[src/rtl/router_fsm_np.sv]
// rtl/router_fsm_np.sv - N-port router controller FSM; optional wait-state timeout under WAIT_TIMEOUT_EN
module router_fsm_np #(
    parameter int NUM_PORTS      = 3,
    parameter int ADDR_W         = 2,
    parameter int TIMEOUT_CYCLES = 30
) (
    input  logic                 clk,
    input  logic                 resetn,
    input  logic                 pkt_valid,
    input  logic [ADDR_W-1:0]    data_in,
    input  logic                 fifo_full,
    input  logic [NUM_PORTS-1:0] fifo_empty,
    input  logic [NUM_PORTS-1:0] soft_reset,
    input  logic                 parity_done,
    input  logic                 low_pkt_valid,
    output logic                 detect_add,
    output logic                 lfd_state,
    output logic                 ld_state,
    output logic                 full_state,
    output logic                 laf_state,
    output logic                 rst_int_reg,
    output logic                 write_enb_reg,
    output logic                 busy,
    output logic [NUM_PORTS-1:0] dest_sel,
    output logic                 drop_state,
    output logic                 timeout_err
);

    typedef enum logic [3:0] {
        DECODE_ADDRESS     = 4'd0,
        LOAD_FIRST_DATA    = 4'd1,
        WAIT_TILL_EMPTY    = 4'd2,
        LOAD_DATA          = 4'd3,
        LOAD_PARITY        = 4'd4,
        CHECK_PARITY_ERROR = 4'd5,
        FIFO_FULL_STATE    = 4'd6,
        LOAD_AFTER_FULL    = 4'd7,
        DROP_PACKET        = 4'd8
    } state_t;

    state_t               state;
    state_t               state_nxt;
    logic [NUM_PORTS-1:0] dest_nxt;
    logic [NUM_PORTS-1:0] addr_onehot;
    logic                 addr_valid;
    logic                 sel_empty;
    logic                 sel_rst;
    logic                 tout_hit;

    assign addr_valid  = (32'(data_in) < NUM_PORTS);
    assign addr_onehot = NUM_PORTS'(1) << data_in;
    // Wait and soft-reset decisions use the latched destination, never live data_in.
    assign sel_empty   = |(fifo_empty & dest_sel);
    assign sel_rst     = |(soft_reset & dest_sel);

`ifdef WAIT_TIMEOUT_EN
    localparam int CNT_W = (TIMEOUT_CYCLES > 1) ? $clog2(TIMEOUT_CYCLES) : 1;
    logic [CNT_W-1:0] wait_cnt;

    assign tout_hit = (state == WAIT_TILL_EMPTY) && !sel_empty &&
                      (wait_cnt == CNT_W'(TIMEOUT_CYCLES - 1));

    always_ff @(posedge clk) begin
        if (!resetn) begin
            wait_cnt    <= '0;
            timeout_err <= 1'b0;
        end else begin
            timeout_err <= tout_hit && !sel_rst;
            if (state != WAIT_TILL_EMPTY)
                wait_cnt <= '0;
            else
                wait_cnt <= wait_cnt + 1'b1;
        end
    end
`else
    assign tout_hit    = 1'b0;
    assign timeout_err = 1'b0;
`endif

    always_ff @(posedge clk) begin
        if (!resetn) begin
            state    <= DECODE_ADDRESS;
            dest_sel <= '0;
        end else begin
            state    <= state_nxt;
            dest_sel <= dest_nxt;
        end
    end

    always_comb begin
        state_nxt = state;
        dest_nxt  = dest_sel;
        case (state)
            DECODE_ADDRESS: begin
                if (pkt_valid) begin
                    if (!addr_valid) begin
                        state_nxt = DROP_PACKET;
                    end else begin
                        dest_nxt  = addr_onehot;
                        state_nxt = (|(fifo_empty & addr_onehot)) ? LOAD_FIRST_DATA
                                                                  : WAIT_TILL_EMPTY;
                    end
                end
            end
            WAIT_TILL_EMPTY: begin
                if (sel_empty)
                    state_nxt = LOAD_FIRST_DATA;
                else if (tout_hit)
                    state_nxt = DROP_PACKET;
            end
            LOAD_FIRST_DATA:    state_nxt = LOAD_DATA;
            LOAD_DATA: begin
                if (fifo_full)
                    state_nxt = FIFO_FULL_STATE;
                else if (!pkt_valid)
                    state_nxt = LOAD_PARITY;
            end
            FIFO_FULL_STATE: begin
                if (!fifo_full)
                    state_nxt = LOAD_AFTER_FULL;
            end
            LOAD_AFTER_FULL: begin
                if (parity_done)
                    state_nxt = DECODE_ADDRESS;
                else if (low_pkt_valid)
                    state_nxt = LOAD_PARITY;
                else
                    state_nxt = LOAD_DATA;
            end
            LOAD_PARITY:        state_nxt = CHECK_PARITY_ERROR;
            CHECK_PARITY_ERROR: state_nxt = fifo_full ? FIFO_FULL_STATE : DECODE_ADDRESS;
            DROP_PACKET: begin
                if (!pkt_valid)
                    state_nxt = DECODE_ADDRESS;
            end
            default:            state_nxt = DECODE_ADDRESS;
        endcase
        if ((state != DECODE_ADDRESS) && sel_rst)
            state_nxt = DECODE_ADDRESS;
    end

    assign detect_add    = (state == DECODE_ADDRESS);
    assign lfd_state     = (state == LOAD_FIRST_DATA);
    assign ld_state      = (state == LOAD_DATA);
    assign full_state    = (state == FIFO_FULL_STATE);
    assign laf_state     = (state == LOAD_AFTER_FULL);
    assign rst_int_reg   = (state == CHECK_PARITY_ERROR);
    assign drop_state    = (state == DROP_PACKET);
    assign write_enb_reg = (state == LOAD_DATA) || (state == LOAD_PARITY) ||
                           (state == LOAD_AFTER_FULL);
    // Dropping keeps busy low so the source can drain the unwanted packet.
    assign busy          = (state == LOAD_FIRST_DATA) || (state == LOAD_PARITY) ||
                           (state == FIFO_FULL_STATE) || (state == LOAD_AFTER_FULL) ||
                           (state == WAIT_TILL_EMPTY) || (state == CHECK_PARITY_ERROR);

endmodule

[config.mk]
export PLATFORM = sky130hd
export DESIGN_NAME = router_fsm_np
export DESIGN_NICKNAME = d
export VERILOG_FILES = /design/src/rtl/router_fsm_np.sv
export SDC_FILE = /design/constraint.sdc
export NUM_CORES = 1
export LEC_CHECK = 0
export CAP_MARGIN = 20
export CORE_MARGIN = 10
export CORE_UTILIZATION = 42
export DETAILED_ROUTE_END_ITERATION = 7
export GPL_ROUTABILITY_DRIVEN = 1
export GPL_TIMING_DRIVEN = 0
export PLACE_DENSITY = 0.77
export SETUP_SLACK_MARGIN = 0.4
export SKIP_CTS_REPAIR_TIMING = 1
export SYNTH_ARGS = -nofsm -noshare
export SYNTH_HDL_FRONTEND = slang
export SYNTH_SLANG_ARGS = --single-unit
[constraint.sdc]
create_clock -name clk -period 1.73 [get_ports clk]
set_clock_uncertainty 0.2 [all_clocks]
set_input_delay 0.346 -clock clk [delete_from_list [all_inputs] [get_ports clk]]
set_output_delay 0.346 -clock clk [all_outputs]
set_load 0.005 [all_outputs]
Figure 1. Drive-strength map (run 1).
(4 px per µm)
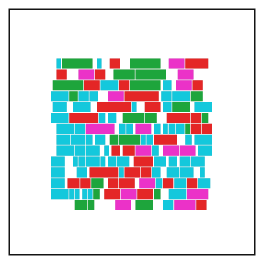
Red marks _3 and _4 cells, cells 31, share 23%. Green marks _2 cells, cells 21, share 16%. Cyan marks _0 and _1 cells, cells 68, share 50%. Magenta marks _6 and larger, cells 15, share 11%.
final std cell area, no fill: 0.001309 mm²
non-clock buffer total of the final layout: 46
area delta synth->final: 85.46%
final critical-path setup slack: -105.7 ps

Figure 2. Routed metal per tile (run 1).
(6 px per µm) 12 x 12 tiles, from dark purple (low) to yellow (high), scaled to the fullest tile. Values are wire area over tile area, all layers added.
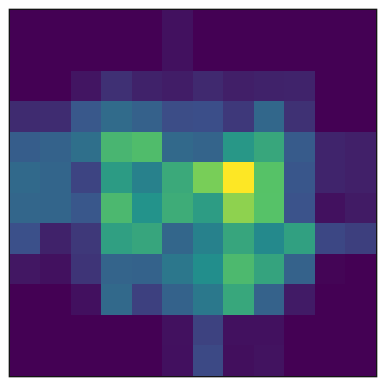
The fullest tile reaches 0.55. 15% of the tiles are over half the peak. The emptiest ninth of the die: upper right. The mean over all tiles is 0.11.
via count of the routed design: 877
total wire length after detailed routing: 2499 µm
All-Layer GR Usage: 11.76%

Figure 3. Cells coloured by class (run 1).
(8 px per µm)
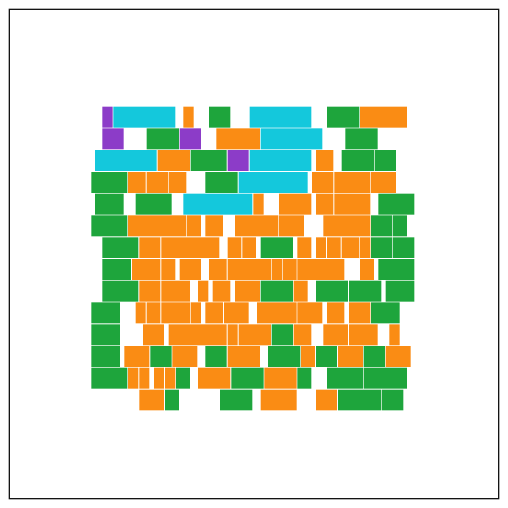
Purple marks clock drivers and dummy loads, cells 4, share of their area 2.0%. Cyan marks sequential cells, cells 7, share of their area 12%. Orange marks combinational and other logic, cells 78, share of their area 50%. Green marks remaining buffers and delay cells, cells 46, share of their area 36%.
core outline area: 0.001541 mm²
number of cell rows: 14

Figure 4. Metal 3 (run 1).
(6 px per µm) Cells faint in the background.
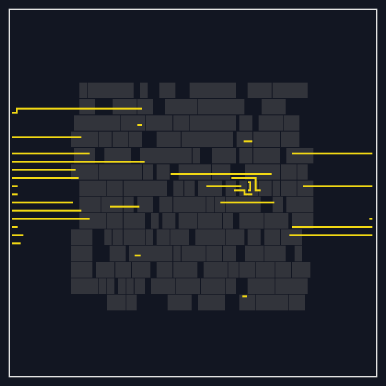
The wires run mostly horizontal. The longest straight run is 21.8 µm. 28 nets have wire on it. The layer holds 9.1% of the routed length. The layer carries 229 µm of wire.
GR met3 Demand/Resource: 7.307%

==> run summary, run 1 <==
Figures from the flow reports.

Outcome:
- The flow ran to the end, but the final reports show violations.
- The final reports fail on negative setup slack.

Die:
- The run puts the height of the die at 60.99 µm.
- The run puts the width of the die at 60.99 µm.
- The floorplan report gives the top-level pin count as 27.

CTS:
- TritonCTS built the clock tree.
- The run puts the latest clock arrival within the worst-skew pair at 240 ps.
- The root buffer cell chosen for the clock tree is sky130_fd_sc_hd__clkbuf_4.
- Looking at the clock tree report, the H-tree level count equals 1.
- The clock passes through at most 2 buffers.
- Clock tree synthesis inserted a total of 3 buffers.
- The run puts the clock net sink count at 7.
- The run puts the clock transition at the registers of the reported paths at 50 ps.

Critical path:
- Walking the worst path, the cells encountered are buf_6 > buf_8 > or2_4 > a21oi_2 > nor2_1 > buf_2.
- According to the timing report, the data required time at the worst endpoint equals 1180 ps.
- The worst setup path is captured at an output pin.
- The run gives the endpoint of the most critical setup path as busy.
- The run gives the critical path class as reg -> out.
- The run gives the slack of the worst reg-to-reg path as 30 ps.
- The most critical setup path has its startpoint at state[1]$_SDFFE_PP0P_.
- The run gives the count of cells along the worst register-to-register path as 9.
- The run puts the arrival time at the worst endpoint at 1290 ps.
- The run gives the cell type of the slowest stage on the worst timing path as sky130_fd_sc_hd__dfxtp_2.

Detailed routing:
- The run gives the count of antenna-violating nets left after detailed routing as 0.
- Before antenna repair, the detailed router went through 4 iterations.
- The run gives the post-route DRC violation count as 0.
- The run gives the DRC violation total after the first TritonRoute iteration as 25.

Power:
- VDD sags by at most 1.006 mV.
- The flow reports that sequential cells draw 15.9% of the design power.
- The run puts the switching portion of total power at 42.72%.
- The design draws 1.685 mW.
- The run gives the switching power total as 0.7196 mW.
- The run gives the share of total power in the clock network as 8.3%.
- The run puts the power per cell area at 1287 mW/mm².

Timing:
- The run puts the final setup slack of the worst path at -105.7 ps.
- The run gives the setup violation total in the final timing report as 7.
- Per the final report, max-transition violations number 0.
- The run gives the final count of hold timing violations as 0.
- The run puts the maximum achievable frequency at 544.7 MHz.
- The run puts the setup TNS at -340.2 ps.
- The run gives the final cycle utilization of the critical path as 106.1%.
- Setup repair after global routing could not meet its margin everywhere.

Placement:
- The run puts the final weighted congestion in routability-driven placement at 0.8079.
- The run puts the worst slack at placement at -320.7 ps.
- The run puts the total placed instance area at 0.001023 mm².
- The run puts the placed wire-length estimate after detailed placement at 1632 µm.

Finish:
- Measured on the finished design, the core utilization comes to 84.90%.
- The run gives the antenna cell count as 0.
- The run gives the net count of the finished layout as 150.
- Of the cells placed in the final design, the portion with a size suffix greater than 1 is 49.63%.

Flow run:
- The run gives the count of max-cap constraint violations as 0.
- The run puts the tool warning count at 28.

Synthesis:
- The run gives the post-synthesis cell type with the largest combined area as sky130_fd_sc_hd__dfxtp_1.
- The run puts the mean cell area of the mapped netlist at 7.670 µm².
- At floorplan, the net count of the design was reported as 106.
- By area the synthesized netlist is led by sky130_fd_sc_hd__dfxtp_1 (20%), sky130_fd_sc_hd__a311oi_2 (4.3%), sky130_fd_sc_hd__nor2_1 (4.3%), sky130_fd_sc_hd__o21a_1 (4.3%), sky130_fd_sc_hd__a21oi_1 (3.5%).
- The run gives the count of state elements after synthesis as 7.
- The run gives the total number of yosys warnings as 0.
- The run gives the number of standard cells after synthesis as 92.
- The run gives the yosys cell count as 92.
- The synthesis report names the predominant flop master as sky130_fd_sc_hd__dfxtp_1.
- The synthesis stats list as the most numerous cell sky130_fd_sc_hd__nor2_1.
- In the synthesized netlist, the cells that appear most often are sky130_fd_sc_hd__nor2_1 (8), sky130_fd_sc_hd__dfxtp_1 (7), sky130_fd_sc_hd__nand2_1 (6).

Global route:
- The run gives the first-pass GRT wire length as 3422 µm.
- Entering global routing, the biggest net connects 11 pins.
- The run puts the number of antenna violations at the first check in global routing at 0.
run 1: layer usage:
| layer | vias up | wire (µm) | global-route usage [%] |
|---|---|---|---|
| li1 | 427 | - | - |
| met1 | 409 | 1023 | 12.79 |
| met2 | 37 | 1199 | 19.21 |
| met3 | 4 | 228 | 7.307 |
| met4 | 0 | 47 | 2.194 |
| met5 | - | 0 | 0 |
run 1: kinds of logic (layout without fill, tap and decap cells):
kind of cell / Yosys count / in the layout / synth area share (%)
multiplexers: 2 / 2 / 2.837
AND-OR/OR-AND: 28 / 28 / 31.21
buffers and inverters: 10 / 53 / 9.394
flip-flops: 7 / 7 / 19.86
other: 1 / 1 / 0.5314
AND/OR/NAND/NOR: 44 / 44 / 36.17
run 1: layout make-up:
cell class / instances / area (µm²) / share of cell area (%)
Timing Repair Buffer: 39 / 380.4 / 29.06
Tap cell: 16 / 20.02 / 1.530
Inverter: 3 / 13.76 / 1.052
Buffer: 7 / 82.58 / 6.310
Multi-Input combinational cell: 75 / 631.9 / 48.28
Clock buffer: 4 / 26.28 / 2.008
Sequential cell: 7 / 153.9 / 11.76
run 1: power by group through the flow:
stage                     registers [mW]  logic [mW]  clock network, mW
after floorplan                    0.249       0.649                  0
after global placement             0.257       0.928                  0
after detailed placement           0.256       0.935                  0
after CTS                          0.254       0.944              0.152
after global routing               0.276        1.36              0.160
final                              0.269        1.28              0.140
run 1: registers in the layout (all words and copies together), names as in the netlist:
name / count
state: 4
dest_sel: 3
run 1: layout by cell type (no fill, tap or decap), types with 3 or more instances in the layout:
| master | n |
|---|---|
| sky130_fd_sc_hd__buf_6 | 12 |
| sky130_fd_sc_hd__buf_4 | 11 |
| sky130_fd_sc_hd__dlymetal6s2s_1 | 10 |
| sky130_fd_sc_hd__clkdlybuf4s50_1 | 7 |
| sky130_fd_sc_hd__nor2_1 | 6 |
| sky130_fd_sc_hd__nand2_1 | 5 |
| sky130_fd_sc_hd__dfxtp_2 | 5 |
| sky130_fd_sc_hd__o21a_1 | 4 |
| sky130_fd_sc_hd__buf_2 | 4 |
| sky130_fd_sc_hd__and3_4 | 3 |
| sky130_fd_sc_hd__nor2_4 | 3 |
| sky130_fd_sc_hd__nand2b_1 | 3 |
| sky130_fd_sc_hd__a21oi_2 | 3 |
| sky130_fd_sc_hd__o21ai_0 | 3 |
| sky130_fd_sc_hd__clkbuf_4 | 3 |
run 1: critical path: cells and delay by family (launching register included):
kind            cells  cell delay (ps)
flops               1              310
compound gates      1              110
simple gates        2              260
buf+inv             3              360
run 1: how the worst min path moves through the flow:
stage                                   startpoint                        to  slack (ps)  depth (start not counted)
after global routing                     fifo_full     state[2]$_SDFFE_PP0P_         300                          3
after floorplan                             resetn  dest_sel[0]$_SDFFE_PN0P_         260                          1
final                                    fifo_full     state[2]$_SDFFE_PP0P_         300                          3
after CTS                 dest_sel[2]$_SDFFE_PN0P_  dest_sel[2]$_SDFFE_PN0P_         410                          1
after detailed placement  dest_sel[2]$_SDFFE_PN0P_  dest_sel[2]$_SDFFE_PN0P_         390                          1
after global placement    dest_sel[0]$_SDFFE_PN0P_  dest_sel[0]$_SDFFE_PN0P_         370                          2
==> inputs of run 2 (changes only) <==
--- a/config.mk
+++ b/config.mk
@@ -6,14 +6,16 @@
 export NUM_CORES = 1
 export LEC_CHECK = 0
 export CAP_MARGIN = 20
-export CORE_MARGIN = 10
+export CORE_MARGIN = 2
 export CORE_UTILIZATION = 42
 export DETAILED_ROUTE_END_ITERATION = 7
 export GPL_ROUTABILITY_DRIVEN = 1
 export GPL_TIMING_DRIVEN = 0
+export MAX_ROUTING_LAYER = met4
 export PLACE_DENSITY = 0.77
 export SETUP_SLACK_MARGIN = 0.4
 export SKIP_CTS_REPAIR_TIMING = 1
+export SLEW_MARGIN = 20
 export SYNTH_ARGS = -nofsm -noshare
 export SYNTH_HDL_FRONTEND = slang
 export SYNTH_SLANG_ARGS = --single-unit
Figure 5. Routed metal per tile (run 2).
(8 px per µm) 9 x 9 tiles, from dark purple (low) to yellow (high), scaled to the fullest tile. Values are wire area over tile area, all layers added.
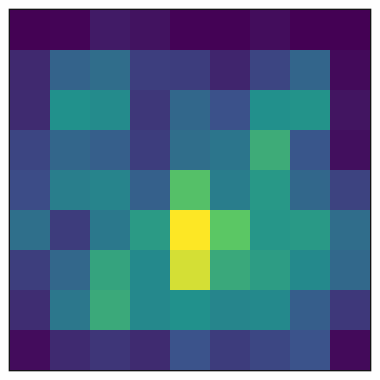
The emptiest ninth of the die: top centre. The densest ninth of the die: centre. 7.4% of the tiles are nearly empty. 20% of the tiles are over half the peak. The fullest tile reaches 0.68.
All-Layer GR Usage: 20.17%
routed len/inst: 17.05 µm

Figure 6. Cells coloured by class (run 2).
(12 px per µm)
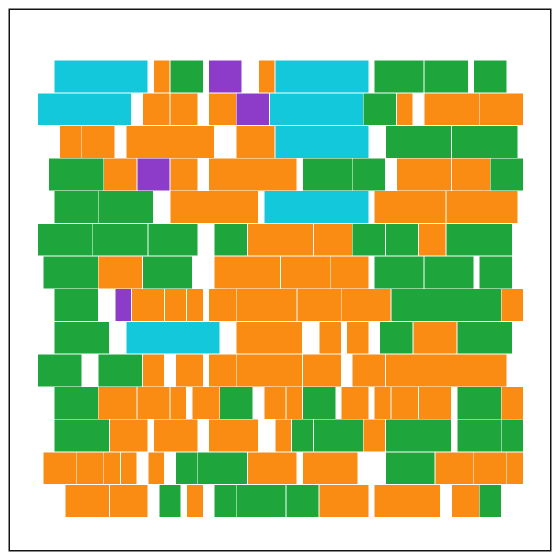
Green marks remaining buffers and delay cells, cells 50, share of their area 37%. Purple marks clock drivers and dummy loads, cells 4, share of their area 1.9%. Cyan marks sequential cells, cells 7, share of their area 11%. Orange marks combinational and other logic, cells 78, share of their area 50%.
fraction of area in registers: 10.97%
utilization of the core after routing: 89.53%
final std cell area, no fill: 0.001380 mm²

Figure 7. Metal 3 (run 2).
(8 px per µm) Cells faint in the background.
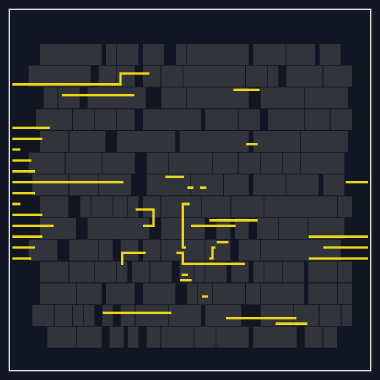
The wires run mostly horizontal. The longest straight run is 13.6 µm. The layer holds 6.2% of the routed length. The layer carries 163 µm of wire.
via count of the routed design: 935
total wire length after detailed routing: 2642 µm
GR met3 Demand/Resource: 3.600%

==> run 2 against run 1 <==
Against the previous run: the run still ends with negative setup slack left; sequential power rose by 3%; utilization rose by 4.6 points; largest power group unchanged; worst hold slack got worse by 22 ps; largest cell class unchanged; register-to-register slack got worse by 80 ps; wire length rose by 5.7%; critical path depth did not move.
==> run summary, run 2 <==
Figures from the flow reports.

Outcome:
- The run finished, with violations left.
- The final reports fail on negative setup slack.

Finish:
- The most common logic cells in the final layout are sky130_fd_sc_hd__buf_4 (13), sky130_fd_sc_hd__buf_6 (10), sky130_fd_sc_hd__clkdlybuf4s50_1 (8), sky130_fd_sc_hd__dlymetal6s2s_1 (8), sky130_fd_sc_hd__dfxtp_2 (6).
- The run puts the total area of sequential cells at 151.4 µm² (-1.6%).
- In the final layout, the registers with the most flip-flops are state x4, dest_sel x3.
- The run gives the largest register by flop count as state.
- The run gives the fraction of layout instances using a drive strength above 1 as 56.12% (+6.5 points).
- The run gives the fill cell instance count of the final layout as 80.
- The run gives the signed area change from the synthesized netlist to the final layout as 95.57%.
- The most common logic cell in the final layout is sky130_fd_sc_hd__buf_4.
- The run puts the number of cells in the finished layout apart from fillers at 155.
- The run gives the antenna cell count as 0 (unchanged).
- The run gives the net count of the finished layout as 154 (+2.7%).
- The combined area of the multi-input logic cells was 663.1 µm² (+5.0%).
- The number of flip-flops under the largest register name is 4 (unchanged).

Power:
- The run puts the switching portion of total power at 42.03% (-0.69 points).
- The run gives the power per cell area as 1408 mW/mm² (+9.4%).
- The run puts the internal power at 1.126 mW.
- Looking at the power breakdown, combinational cells take 77.7% of the total.
- The sequential fraction of design power came to 14.2% (-1.7 points).
- The run puts the switching power total at 0.8165 mW (+13%).
- The leakage power in the latest report is 0.6696 nW.
- The run puts the worst vdd rail ir drop at 0.8274 mV (-18%).
- The share of total power in the clock network came to 8.1% (-0.2 points).

Synthesis:
- The run gives the count of state elements after synthesis as 7 (unchanged).
- In the post-synthesis netlist, the cell with the most instances is sky130_fd_sc_hd__nor2_1.
- The synthesis report gives the async set-or-reset register share as 0%.
- The biggest area contributor in the post-synthesis netlist is sky130_fd_sc_hd__dfxtp_1.
- The run puts the yosys cell count at 92 (unchanged).
- The run gives the count of flip-flops with a built-in enable after synthesis as 0.
- Sorting the synthesized cells by area gives the leading types as sky130_fd_sc_hd__dfxtp_1 (20%), sky130_fd_sc_hd__a311oi_2 (4.3%), sky130_fd_sc_hd__nor2_1 (4.3%), sky130_fd_sc_hd__o21a_1 (4.3%), sky130_fd_sc_hd__a21oi_1 (3.5%).
- Ranked by instance count, the synthesized netlist is headed by sky130_fd_sc_hd__nor2_1 (8), sky130_fd_sc_hd__dfxtp_1 (7), sky130_fd_sc_hd__nand2_1 (6).
- The run gives the net count after synthesis as 106 (unchanged).
- The run puts the portion of the post-synthesis area used by sequential elements at 19.86%.
- The run gives the most used flip-flop cell after synthesis as sky130_fd_sc_hd__dfxtp_1.
- The run gives the number of standard cells after synthesis as 92 (unchanged).
- The run gives the yosys stat chip area as 705.7 µm².
- The synthesized netlist contains 43 unique library cells.
- Per the synthesis report, the single largest cell type by area occupies 19.86% of cell area.
- The run puts the mean cell area of the mapped netlist at 7.670 µm² (unchanged).
- In this run the cell area of the synthesized design comes to 705.7 µm².
- The run puts the total number of yosys warnings at 0 (unchanged).

Timing:
- The run puts the final setup slack of the worst path at -143.6 ps (-37.94 ps).
- The run puts the total count of max-transition violations in the final report at 0 (unchanged).
- Hold is met by 276.6 ps.
- The run gives the final cycle utilization of the critical path as 108.3% (+2.2 points).
- The maximum achievable frequency was 533.7 MHz (-2.0%).
- The run puts the final critical delay including setup and external delays at 1874 ps.
- The setup TNS was -518.3 ps (-178.1 ps).
- The run puts the final count of hold timing violations at 0 (unchanged).
- The setup violation total in the final timing report came to 8 (+1).
- Setup repair after global routing could not meet its margin everywhere.

CTS:
- The run gives the clock tree from TritonCTS as done.
- The run gives the root cell of the clock tree as sky130_fd_sc_hd__clkbuf_4.
- The total clock buffers created by CTS was 3 (unchanged).
- The number of levels in the clock H-tree was 1 (unchanged).
- The number of buffers on the longest clock path was 2 (unchanged).
- The run puts the clock net sink count at 7 (unchanged).
- The run puts the latest clock arrival within the worst-skew pair at 250 ps (about the same).
- The run gives the clock transition at the registers of the reported paths as 60 ps (about the same).

Critical path:
- The run puts the count of cells along the worst register-to-register path at 8 (-1).
- The run puts the critical path required time at 1180 ps (about the same).
- The arrival time at the worst endpoint is 1330 ps (+40 ps).
- The worst setup path is launched from a flop.
- The critical path is of the reg -> out type.
- STA classifies the critical path endpoint as an output pin.
- The run puts the biggest fanout along the worst timing path at 8.

Die:
- The run puts the height of the die at 44.99 µm (-26%).
- The initial utilization of the core area, before any placement, comes to 45.78%.
- The top-level port count is 27 (unchanged).
- The width of the die is 44.99 µm (-26%).
- The area of the core was 0.001541 mm² (unchanged).
- The die covers 0.002024 mm².
- The run gives the site row count as 14 (unchanged).

Global route:
- The run gives the routing usage on met1 as 24.63% (+12 points).
- The run puts the first-pass GRT wire length at 2967 µm (-13%).
- The run gives the pin count of the biggest net entering global routing as 11 (unchanged).
- The met2 track demand over resource was 34.00% (+15 points).
- Per the GRT log, the top usage layer is met2.
- Summed over all layers, the global routing overflow is 0.
- The number of antenna violations at the first check in global routing came to 0 (unchanged).
- The run gives the number of global-route vias before repair as 734.

Detailed routing:
- The count of antenna-violating nets left after detailed routing was 0 (unchanged).
- The run puts the via count normalized by instance count at 6.032.
- The run gives the number of iterations in the first detailed-routing pass as 5 (+1).
- The DRC violation total after the first TritonRoute iteration was 15 (-40%).
- The post-route DRC violation count is 0 (unchanged).

Min path:
- The run gives the worst min-delay path class as in -> reg.
- The run gives the number of cells on the worst hold path as 3 (unchanged).

Flow run:
- The run puts the count of max-cap constraint violations at 0 (unchanged).
- The tool warning count is 28 (unchanged).

Placement:
- The run gives the placed wire-length estimate after detailed placement as 1426 µm (-13%).
- The run gives the placed instance count as 133.
- The placement report lists the number of port buffers as 25.
- The run puts the final weighted congestion in routability-driven placement at 0.7845 (-2.9%).
- The run puts the worst slack at placement at -308.9 ps (+11.82 ps).
run 2: per-stage QoR:
stage | power [mW] | area, µm²
2_1_floorplan | 0.8979 | 753.2
3_3_place_gp | 1.176 | 1023
3_5_place_dp | 1.185 | 1023
4_1_cts | 1.342 | 1050
5_1_grt | 2.046 | 1380
6_report | 1.943 | 1380
run 2: logic make-up (layout without fill, tap and decap cells):
logic type             count (synthesis)  after routing  share of synthesized area (%)
AOI/OAI and AO/OA                     28             28                          31.21
buffers and inverters                 10             57                          9.394
DFF                                    7              7                          19.86
muxes                                  2              2                          2.837
other                                  1              1                         0.5314
and+or+nand+nor                       44             44                          36.17
run 2: worst max-delay path: stages (launching register included):
cell	delay [ps]
sky130_fd_sc_hd__dfxtp_2	320
sky130_fd_sc_hd__buf_6	130
sky130_fd_sc_hd__buf_8	130
sky130_fd_sc_hd__or2_4	220
sky130_fd_sc_hd__a21oi_2	110
sky130_fd_sc_hd__nor2_1	50
sky130_fd_sc_hd__clkbuf_2	110
run 2: power by group through the flow:
stage	Combinational (mW)	Sequential, mW	Clock [mW]
after global routing	1.60	0.281	0.168
after detailed placement	0.928	0.257	0
after floorplan	0.649	0.249	0
after global placement	0.920	0.257	0
after CTS	0.933	0.254	0.155
final	1.51	0.277	0.157
run 2: final timing paths:
check	from	endpoint	slack, ps
max reg2reg	state[1]$_SDFFE_PP0P_	state[3]$_SDFFE_PP0P_	-50
max	state[1]$_SDFFE_PP0P_	busy	-140
min reg2reg	dest_sel[1]$_SDFFE_PN0P_	dest_sel[1]$_SDFFE_PN0P_	360
min	fifo_full	state[2]$_SDFFE_PP0P_	280
run 2: area by class of cell:
type | instances | share of cell area [%]
buffer | 7 | 6.528
clock buffer | 4 | 1.904
inverter | 3 | 0.9973
multi-input combinational | 75 | 48.05
sequential | 7 | 10.97
tap | 16 | 1.451
timing repair buffer | 43 | 30.10
run 2: routing by layer:
layer,vias to the layer above,wire [µm]
met2,46,1340
met1,445,1065
met5,-,0
li1,432,-
met4,0,73
met3,12,163
Power figures rest on the tool's default switching activity, not on a simulated workload.
